===== src/rtl/rep_code_pkg.sv =====
// rtl/rep_code_pkg.sv - shared types, defaults and parity helper for the repetition-code link
package rep_code_pkg;

    localparam int DEFAULT_DATA_W = 8;
    localparam int DEFAULT_REP    = 3;

    typedef enum logic [0:0] {
        IDLE = 1'b0,
        SEND = 1'b1
    } rep_state_e;

    // Callers zero-extend their word; leading zeros do not change even parity.
    function automatic logic even_parity(input logic [63:0] word);
        return ^word;
    endfunction

endpackage


===== src/rtl/rep_beat_ctr.sv =====
// rtl/rep_beat_ctr.sv - REP-cycle beat counter with terminal pulse, shared by tx and rx
module rep_beat_ctr #(
    parameter int REP = 3
) (
    input  logic clk,
    input  logic rst_n,
    input  logic clr_i,
    input  logic en_i,
    output logic term_o
);

    localparam int CNT_W = $clog2(REP);

    logic [CNT_W-1:0] cnt_q, cnt_d;

    assign term_o = en_i && (cnt_q == CNT_W'(REP - 1));

    always_comb begin
        cnt_d = cnt_q;
        if (clr_i) begin
            cnt_d = '0;
        end else if (en_i) begin
            cnt_d = term_o ? '0 : cnt_q + CNT_W'(1);
        end
    end

    always_ff @(posedge clk or negedge rst_n) begin
        if (!rst_n) begin
            cnt_q <= '0;
        end else begin
            cnt_q <= cnt_d;
        end
    end

endmodule


===== src/rtl/rep3_serial_tx.sv =====
// rtl/rep3_serial_tx.sv - LSB-first repetition-code serial transmitter; REP3_TX_PARITY_EN appends an even-parity bit
module rep3_serial_tx
    import rep_code_pkg::*;
#(
    parameter int DATA_W = DEFAULT_DATA_W,
    parameter int REP    = DEFAULT_REP
) (
    input  logic              clk,
    input  logic              rst_n,
    input  logic [DATA_W-1:0] in_data,
    input  logic              in_valid,
    output logic              in_ready,
    output logic              tx_bit,
    output logic              tx_valid,
    output logic              tx_first,
    output logic              busy
);

`ifdef REP3_TX_PARITY_EN
    localparam int NBITS = DATA_W + 1;
`else
    localparam int NBITS = DATA_W;
`endif
    localparam int BIT_W = $clog2(NBITS + 1);

    rep_state_e       state_q, state_d;
    logic [NBITS-1:0] shreg_q, shreg_d;
    logic [BIT_W-1:0] bit_idx_q, bit_idx_d;
    logic             tx_bit_q, tx_bit_d;
    logic             tx_valid_q, tx_valid_d;
    logic             tx_first_q, tx_first_d;
    logic             busy_q, busy_d;

    logic             rep_term;
    logic             last_beat;
    logic             accept;
    logic [NBITS-1:0] frame_word;

`ifdef REP3_TX_PARITY_EN
    assign frame_word = {even_parity(64'(in_data)), in_data};
`else
    assign frame_word = in_data;
`endif

    assign last_beat = (state_q == SEND) && rep_term && (bit_idx_q == BIT_W'(NBITS - 1));
    // Ready only when idle or on the final beat, so frames chain with no gap.
    assign in_ready  = rst_n && ((state_q == IDLE) || last_beat);
    assign accept    = in_valid && in_ready;

    rep_beat_ctr #(
        .REP(REP)
    ) u_beat_ctr (
        .clk    (clk),
        .rst_n  (rst_n),
        .clr_i  (accept),
        .en_i   (state_q == SEND),
        .term_o (rep_term)
    );

    always_comb begin
        state_d    = state_q;
        shreg_d    = shreg_q;
        bit_idx_d  = bit_idx_q;
        tx_bit_d   = tx_bit_q;
        tx_valid_d = tx_valid_q;
        tx_first_d = tx_first_q;
        busy_d     = busy_q;
        if (accept) begin
            state_d    = SEND;
            shreg_d    = frame_word;
            bit_idx_d  = '0;
            tx_bit_d   = frame_word[0];
            tx_valid_d = 1'b1;
            tx_first_d = 1'b1;
            busy_d     = 1'b1;
        end else if (last_beat) begin
            state_d    = IDLE;
            shreg_d    = '0;
            bit_idx_d  = '0;
            tx_bit_d   = 1'b0;
            tx_valid_d = 1'b0;
            tx_first_d = 1'b0;
            busy_d     = 1'b0;
        end else if (state_q == SEND) begin
            tx_first_d = 1'b0;
            if (rep_term) begin
                bit_idx_d = bit_idx_q + BIT_W'(1);
                shreg_d   = shreg_q >> 1;
                tx_bit_d  = shreg_d[0];
            end
        end
    end

    always_ff @(posedge clk or negedge rst_n) begin
        if (!rst_n) begin
            state_q    <= IDLE;
            shreg_q    <= '0;
            bit_idx_q  <= '0;
            tx_bit_q   <= 1'b0;
            tx_valid_q <= 1'b0;
            tx_first_q <= 1'b0;
            busy_q     <= 1'b0;
        end else begin
            state_q    <= state_d;
            shreg_q    <= shreg_d;
            bit_idx_q  <= bit_idx_d;
            tx_bit_q   <= tx_bit_d;
            tx_valid_q <= tx_valid_d;
            tx_first_q <= tx_first_d;
            busy_q     <= busy_d;
        end
    end

    assign tx_bit   = tx_bit_q;
    assign tx_valid = tx_valid_q;
    assign tx_first = tx_first_q;
    assign busy     = busy_q;

endmodule


===== config.mk =====
export PLATFORM = sky130hd
export DESIGN_NAME = rep3_serial_tx
export DESIGN_NICKNAME = d
export VERILOG_FILES = /design/src/rtl/rep_code_pkg.sv /design/src/rtl/rep_beat_ctr.sv /design/src/rtl/rep3_serial_tx.sv
export SDC_FILE = /design/constraint.sdc
export NUM_CORES = 1
export LEC_CHECK = 0
export CAP_MARGIN = 5
export CORE_MARGIN = 10
export CORE_UTILIZATION = 54
export CTS_CLUSTER_SIZE = 30
export DETAILED_ROUTE_END_ITERATION = 10
export GPL_TIMING_DRIVEN = 0
export PLACE_DENSITY = 0.82
export SLEW_MARGIN = 20
export SYNTH_ARGS = -nofsm -noshare
export SYNTH_HDL_FRONTEND = slang
export SYNTH_SLANG_ARGS = --single-unit

===== constraint.sdc =====
create_clock -name clk -period 4.59 [get_ports clk]
set_input_delay 1.377 -clock clk [delete_from_list [all_inputs] [get_ports clk]]
set_output_delay 1.377 -clock clk [all_outputs]
set_load 0.03 [all_outputs]

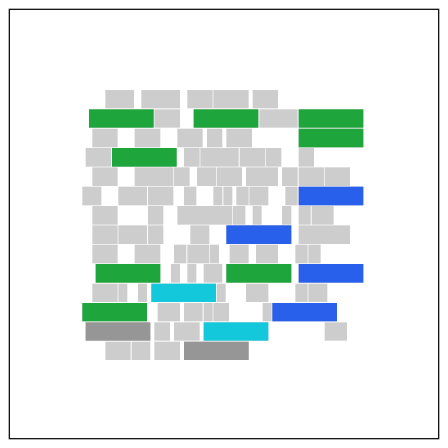
Run 1: sequential cells grouped by signal name
cyan -> u_beat_ctr.cnt_q  # flops 2
blue -> bit_idx_q  # flops 4, where right middle
green -> shreg_q  # flops 8

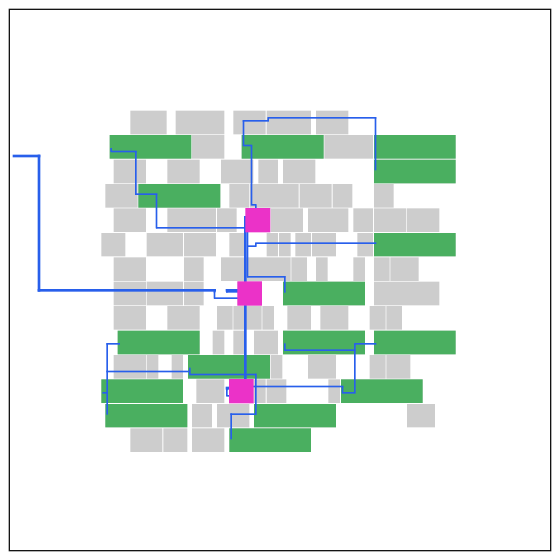
Run 1: routed clock nets over the placement
blue -> clock wires  # length 224 microns
green -> flip-flops  # count 16
magenta -> clock-net drivers  # count 3
routed clock nets = 4

==> summary.rpt, run 1 <==
==== FLOW RESULTS ====
----------------------------------------------------
[Synthesis]
  Fraction of the yosys area taken by sequential cells ........................ 46.0%
  Number of synthesized flops with an enable pin ........................ 0
  Post-synth design cell area ........................ 870 sq um
  Top FF cell, synth ........................ dfrtp_1
  Syn_area_per_cell ........................ 11.4 sq um
  Fraction of synthesis flops using an asynchronous set or reset pin ........................ 100%
  Total cells reported by yosys after synthesis ........................ 76
  Registers, synthesis ........................ 16
  Number of cells produced by synthesis ........................ 76
  Post-synth area from yosys stat ........................ 870 sq um
  Net count entering floorplan ........................ 88
  Number of warning messages in the yosys log ........................ 0
  Unique cell type count in the Yosys netlist ........................ 33

[Route]
  Pre-Repair DR Iteration Count ........................ 4
  Remaining design rule violation count ........................ 0
  Drt via density ........................ 5.94
  Antenna viol nets, final ........................ 0
  Starting DRT DRC Count ........................ 20

[Status]
  Run status ........................ finished clean

[Placed design]
  HPWL after DPL ........................ 1330 microns
  GPL Wtd Cong ........................ 0.746
  Count of port buffers added during placement ........................ 15
  Worst slack, placed ........................ -0.0907 ns

[Setup path]
  Crit path buffers/inverters ........................ 2
  Reg-to-Reg End ........................ shreg_q[1]
  Setup slack of the most critical reg-to-reg path ........................ 2.75 ns
  Crit path required time ........................ 3.21 ns
  Cell chain of the critical path ........................ dlygate4sd2_1 -> and2_1 -> clkdlybuf4s50_1
  Top cell family by delay on the critical path ........................ buffers and inverters
  Type of the worst setup path ........................ input port to primary output
  Arrival time of data at the critical path endpoint ........................ 2.99 ns
  Kind of capture point of the worst setup path ........................ primary output
  Critical Path End ........................ in_ready
  Startpoint types ........................ input port
  Worst path max stage delay ........................ 0.71 ns
  Worst reg2reg startpoint ........................ bit_idx_q[0]
  Maximum fanout encountered on the critical timing path ........................ 19
  Origin of the worst setup path ........................ rst_n
  Register-to-Register Path Depth ........................ 5
  Worst path slowest cell ........................ dlygate4sd2_1
  Cell depth of the worst setup path ........................ 3

[Layout]
  Number of antenna repair diodes ........................ 0
  Layout Utilization ........................ 71.3%
  Layout cells sized above 1 ........................ 18.9%
  Nets ........................ 108
  Relative area change from synthesis to final layout ........................ 23.6%
  Count of fill cells added during filler insertion ........................ 125

[Pwr]
  Peak ir drop on the vdd network ........................ 0.000321 V
  Power consumption ........................ 565 uW
  Pwr Density ........................ 525 nW/um^2
  Leak pwr ........................ 0.000493 uW

[GRT]
  Antenna violations before repair ........................ 0
  First-pass GRT wire length ........................ 3150 microns
  Maximum number of pins on one net before global-route repair ........................ 20
  Congestion Overflow GR ........................ 0
  Vias in the first global route ........................ 668

[Clocking]
  Total clock sinks ........................ 16
  Latest clock arrival within the worst-skew pair ........................ 0.30 ns
  Cts bufs inserted ........................ 3
  Clock slew at reported path FFs ........................ 0.09 ns
  Number of H-tree levels ........................ 1
  CTS tree ........................ built
  Clk buf depth ........................ 2
  Post-CTS repair timing setup buffer count ........................ 0
  Root buffer cell ........................ clkbuf_4

[Timing]
  Worst rel slew slack ........................ 47.5%
  Final critical delay including setup and external delays ........................ 4.36 ns
  Unrepaired setup endpoints after global routing ........................ false
  Actual slew at the worst max-slew pin ........................ 0.787 ns
  Setup-violating endpoint count in the final report ........................ 0
  Final hold slack ........................ 0.483 ns
  Ratio of final minimum period to clock period ........................ 95.0%
  Min setup slack post-route ........................ 0.227 ns
  Count of pins over their slew limit ........................ 0
  Final Hold Fails ........................ 0
  Fmax ........................ 0.229 GHz
  Setup Skew ........................ 0.00829 ns

[Die]
  Chip Width ........................ 60.1 microns
  Site Rows ........................ 14
  Core area ........................ 1510 sq um
  Boundary pin count ........................ 16
  Area of the die ........................ 3620 sq um
  Initial standard-cell utilization of the core ........................ 57.7%
  Die height ........................ 60.1 microns

[Flow run]
  Max-Cap Viols ........................ 0
  Tool warnings ........................ 26

[Min path]
  Min-delay worst type ........................ flip-flop to flip-flop

----------------------------------------------------
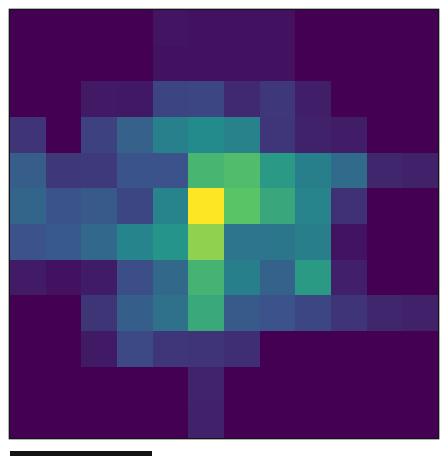
Run 1: signal metal coverage by tile
The bar under the picture is 20 microns long. 12 x 12 tiles, from dark purple (low) to yellow (high), scaled to the fullest tile. Values are wire area over tile area, all layers added.
fullest tile = 0.53
emptiest ninth of the die = top right
tiles over half the peak = 7.6%
nearly empty tiles = 42%
densest ninth of the die = middle
mean over tiles = 0.083
WL per Instance: 16.7 microns
Routed Wire Length: 1860 microns
global router's overall resource usage: 11.3%
total via count in the routed design: 659

## run 1: worst min-delay path by stage
stage                           from          to  cells after the start
after floorplan           shreg_q[3]  shreg_q[2]                      1
after global placement      tx_first    tx_first                      1
after detailed placement    tx_first    tx_first                      1
after CTS                   tx_first    tx_first                      1
after global routing        tx_first    tx_first                      1
final                       tx_first    tx_first                      1
## run 1: where the power goes
part	internal (uW)	total [uW]	switching, uW
clock network	48.4	96.3	47.9
logic	123	229	107
registers	191	239	47.6
## run 1: layer usage
layer,GRT usage [%],vias up,share of wire [%]
met2,17.8,15,48
li1,-,313,-
met4,4.81,0,1.8
met5,0,-,0
met3,3.81,5,6.6
met1,13.5,326,43
## run 1: cells by family after synthesis
logic type | synth area share [%]
xor+xnor | 1.01
flops | 46.0
mux | 10.2
buf+inv | 4.89
simple gates | 20.4
fa+ha+maj | 1.44
compound gates | 16.0
## run 1: layout by cell type (no fill, tap or decap), types with 3 or more instances in the layout
cell,count
a32o_1,6
mux2_4,3
clkdlybuf4s50_1,14
a21oi_1,3
mux2_2,3
nand2_1,7
clkbuf_4,3
and2_1,7
dfrtp_1,16
## run 1: state kept, by name, summed over array words and instances, names as in the netlist
| signal | count |
|---|---|
| shreg_q | 8 |
| busy | 1 |
| bit_idx_q | 4 |
| u_beat_ctr.cnt_q | 2 |
| tx_first | 1 |
## run 1: cell type report
type	count	area [sq um]	share of cell area [%]
Sequential cell	16	400	37.3
Buffer	5	35.0	3.26
Timing Repair Buffer	15	149	13.9
Inverter	2	7.51	0.698
Multi-Input combinational cell	53	427	39.7
Clock buffer	4	36.3	3.38
Tap cell	16	20.0	1.86
## run 1: worst register-to-register path, cell delays in order (launching register included)
cell	delay, ns
dfrtp_1	0.41
ha_1	0.27
nand3b_4	0.17
o31ai_4	0.37
buf_8	0.20
mux2_4	0.31
## run 1: through the flow
step	area, sq um	cells	setup TNS, ns
after floorplan	870	76	0
after global routing	1070	111	0
after global placement	1040	107	-0.0991
final	1070	111	0
after CTS	1070	111	0
after detailed placement	1040	107	-0.0907
## run 1: synth_stat cells, types with 2 or more instances
| cell type | n | area, sq um |
|---|---|---|
| dfrtp_1 | 16 | 400 |
| and2_1 | 7 | 43.8 |
| nand2_1 | 7 | 26.3 |
| a32o_1 | 6 | 60.1 |
| a21oi_1 | 3 | 15.0 |
| mux2_2 | 3 | 33.8 |
| mux2_4 | 3 | 45.0 |
| clkbuf_1 | 2 | 7.51 |
| inv_1 | 2 | 7.51 |
| nand3_1 | 2 | 10.0 |
| nand3b_1 | 2 | 15.0 |
| o21ai_0 | 2 | 10.0 |
## run 1: what timing repair did
item,CTS,global route
endpoints found under the setup margin,1,0
resized,1,0
hold buffers,0,0
==> inputs of run 2 (changes only) <==
Settings changed: REMOVE_ABC_BUFFERS set to 1.
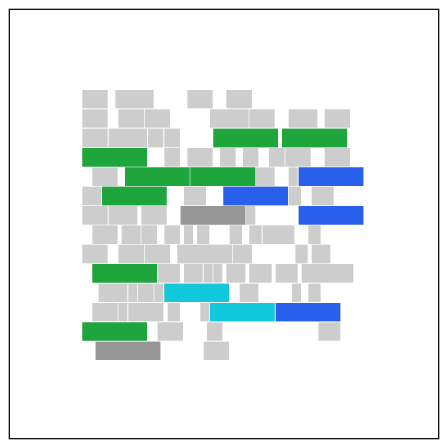
Run 2: sequential cells grouped by signal name
blue -> bit_idx_q  # flops 4, where right middle
cyan -> u_beat_ctr.cnt_q  # flops 2
green -> shreg_q  # flops 8
not colored = 2
Layout Utilization: 69.0%
Seq/total area: 38.5%

==> summary.rpt, run 2 <==
==== FLOW RESULTS ====
----------------------------------------------------
[Status]
  Run status ........................ finished clean

[Synthesis]
  Number of cells produced by synthesis ........................ 76
  Post-synth area from yosys stat ........................ 870 sq um
  Fraction of synthesis flops using an asynchronous set or reset pin ........................ 100%
  Top FF cell, synth ........................ dfrtp_1
  Number of synthesized flops with an enable pin ........................ 0
  Registers, synthesis ........................ 16
  Fraction of the yosys area taken by sequential cells ........................ 46.0%
  Dominant cell area share ........................ 46.0%
  Most area-hungry cell type in the Yosys netlist ........................ dfrtp_1
  Top area cells in the synthesized netlist ........................ dfrtp_1 (46%), a32o_1 (6.9%), mux2_4 (5.2%), and2_1 (5.0%), mux2_2 (3.9%)
  Number of warning messages in the yosys log ........................ 0
  Dominant cell by count in the synthesized netlist ........................ dfrtp_1
  Post-synth design cell area ........................ 870 sq um
  Total cells reported by yosys after synthesis ........................ 76
  Unique cell type count in the Yosys netlist ........................ 33
  Synth top cells by count ........................ dfrtp_1 (16), and2_1 (7), nand2_1 (7)
  Syn_area_per_cell ........................ 11.4 sq um

[Pwr]
  Pwr Density ........................ 524 nW/um^2
  Peak ir drop on the vdd network ........................ 0.000378 V
  Leak pwr ........................ 0.000477 uW

[Layout]
  Layout cells sized above 1 ........................ 16.7%
  Count of fill cells added during filler insertion ........................ 124
  Register with the most flip-flops ........................ shreg_q
  Non-filler instance count after layout ........................ 106
  Largest regs ........................ shreg_q x8, bit_idx_q x4, u_beat_ctr.cnt_q x2
  Highest-count cells in the layout ignoring fill and taps ........................ dfrtp_1 (16), clkdlybuf4s50_1 (14), and2_1 (7), nand2_1 (7), a32o_1 (6)
  Nets ........................ 103
  Most frequent logic cell in the layout ........................ dfrtp_1
  Largest register FFs ........................ 8
  Relative area change from synthesis to final layout ........................ 19.6%
  Number of antenna repair diodes ........................ 0

[Route]
  Drt via density ........................ 5.89
  Antenna viol nets, final ........................ 0
  Remaining design rule violation count ........................ 0
  Starting DRT DRC Count ........................ 7
  Pre-Repair DR Iteration Count ........................ 4
  Total via count in the routed design ........................ 624
  Routed Wire Length ........................ 1670 microns
  WL per Instance ........................ 15.8 microns

[Die]
  Core area ........................ 1510 sq um
  Initial standard-cell utilization of the core ........................ 57.7%
  Boundary pin count ........................ 16
  Area of the die ........................ 3620 sq um
  Die height ........................ 60.1 microns
  Chip Width ........................ 60.1 microns
  Site Rows ........................ 14

[Timing]
  Final critical delay including setup and external delays ........................ 4.35 ns
  Setup-violating endpoint count in the final report ........................ 0
  Actual slew at the worst max-slew pin ........................ 0.751 ns
  Setup Skew ........................ 0.00600 ns
  Count of pins over their slew limit ........................ 0
  Fmax ........................ 0.230 GHz
  Accumulated negative setup slack ........................ 0 ns
  Worst rel slew slack ........................ 50.0%
  Final hold slack ........................ 0.516 ns
  Unrepaired setup endpoints after global routing ........................ false
  Ratio of final minimum period to clock period ........................ 94.9%
  Final Hold Fails ........................ 0
  Min setup slack post-route ........................ 0.235 ns

[GRT]
  Maximum number of pins on one net before global-route repair ........................ 20
  First-pass GRT wire length ........................ 2980 microns
  Vias in the first global route ........................ 672
  Global router's overall resource usage ........................ 10.7%
  Congestion Overflow GR ........................ 0
  Antenna violations before repair ........................ 0

[Setup path]
  Crit path required time ........................ 3.21 ns
  Origin of the worst setup path ........................ rst_n
  Worst reg2reg startpoint ........................ bit_idx_q[0]
  Kind of capture point of the worst setup path ........................ primary output
  Arrival time of data at the critical path endpoint ........................ 2.98 ns
  Type of the worst setup path ........................ input port to primary output
  Maximum fanout encountered on the critical timing path ........................ 19
  Startpoint types ........................ input port

[Clocking]
  Root buffer cell ........................ clkbuf_4
  Number of H-tree levels ........................ 1
  Cts-stage hold buffer count ........................ 0
  CTS tree ........................ built
  Clk buf depth ........................ 2
  Total clock sinks ........................ 16
  Latest clock arrival within the worst-skew pair ........................ 0.29 ns
  Cts repair resizes ........................ 1
  Cts bufs inserted ........................ 3
  Clock slew at reported path FFs ........................ 0.08 ns
  Post-CTS repair timing setup buffer count ........................ 0

[Min path]
  Min-delay worst type ........................ flip-flop to flip-flop
  Hold_sp ........................ tx_first

[Placed design]
  Count of port buffers added during placement ........................ 15
  Worst slack, placed ........................ -0.0950 ns
  Placed Instances ........................ 102
  GPL Wtd Cong ........................ 0.705
  HPWL after DPL ........................ 1190 microns

[Flow run]
  Max-Cap Viols ........................ 0
  Tool warnings ........................ 25

----------------------------------------------------
[run 2: where the power goes]
part | switching [uW] | leakage, uW | total [uW] | internal, uW
clock network | 42.9 | 0.0000210 | 91.3 | 48.4
logic | 100 | 0.000250 | 216 | 116
registers | 46.6 | 0.000206 | 238 | 191
[run 2: worst paths after layout]
| check | endpoint | slack (ns) | cells past startpoint |
|---|---|---|---|
| max in group asynchronous | shreg_q[4] | 2.86 | 1 |
| min in group asynchronous | bit_idx_q[2] | 1.25 | 1 |
| min | tx_first | 0.52 | 1 |
| max reg2reg | shreg_q[6] | 2.59 | 4 |
| min reg2reg | tx_first | 0.52 | 1 |
| max | in_ready | 0.24 | 3 |
[run 2: cells by family after synthesis]
group | count (synthesis) | share of synthesized area, %
muxes | 7 | 10.2
and+or+nand+nor | 28 | 20.4
adders and majority gates | 1 | 1.44
AOI/OAI and AO/OA | 16 | 16.0
buffers and inverters | 7 | 4.89
xor gates and xnor gates | 1 | 1.01
DFF | 16 | 46.0
[run 2: layer usage]
| layer | GRT usage [%] | up-vias | part of all wire, % |
|---|---|---|---|
| met5 | 0 | - | 0 |
| met3 | 6.14 | 5 | 7.5 |
| met4 | 3.85 | 0 | 1.9 |
| met1 | 10.8 | 297 | 41 |
| met2 | 17.9 | 15 | 49 |
| li1 | - | 307 | - |
[run 2: cell type report]
class | instances | area [sq um] | area share [%]
flip-flops and latches | 16 | 400 | 38.5
multi-input cells | 53 | 427 | 41.0
well taps | 16 | 20.0 | 1.93
inverters | 2 | 7.51 | 0.722
clock buffers | 4 | 36.3 | 3.49
repair buffers | 15 | 149 | 14.3
[run 2: worst max-delay path, cell delays in order]
cell             delay (ns)
dlygate4sd2_1          0.69
and2_1                 0.23
clkdlybuf4s50_1        0.67
[run 2: stage by stage]
step	cell area, sq um	power [uW]
2_1_floorplan	835	394
3_3_place_gp	1000	447
3_5_place_dp	1000	458
4_1_cts	1040	553
5_1_grt	1040	588
6_report	1040	545
Power is estimated from default activity; no workload was simulated.
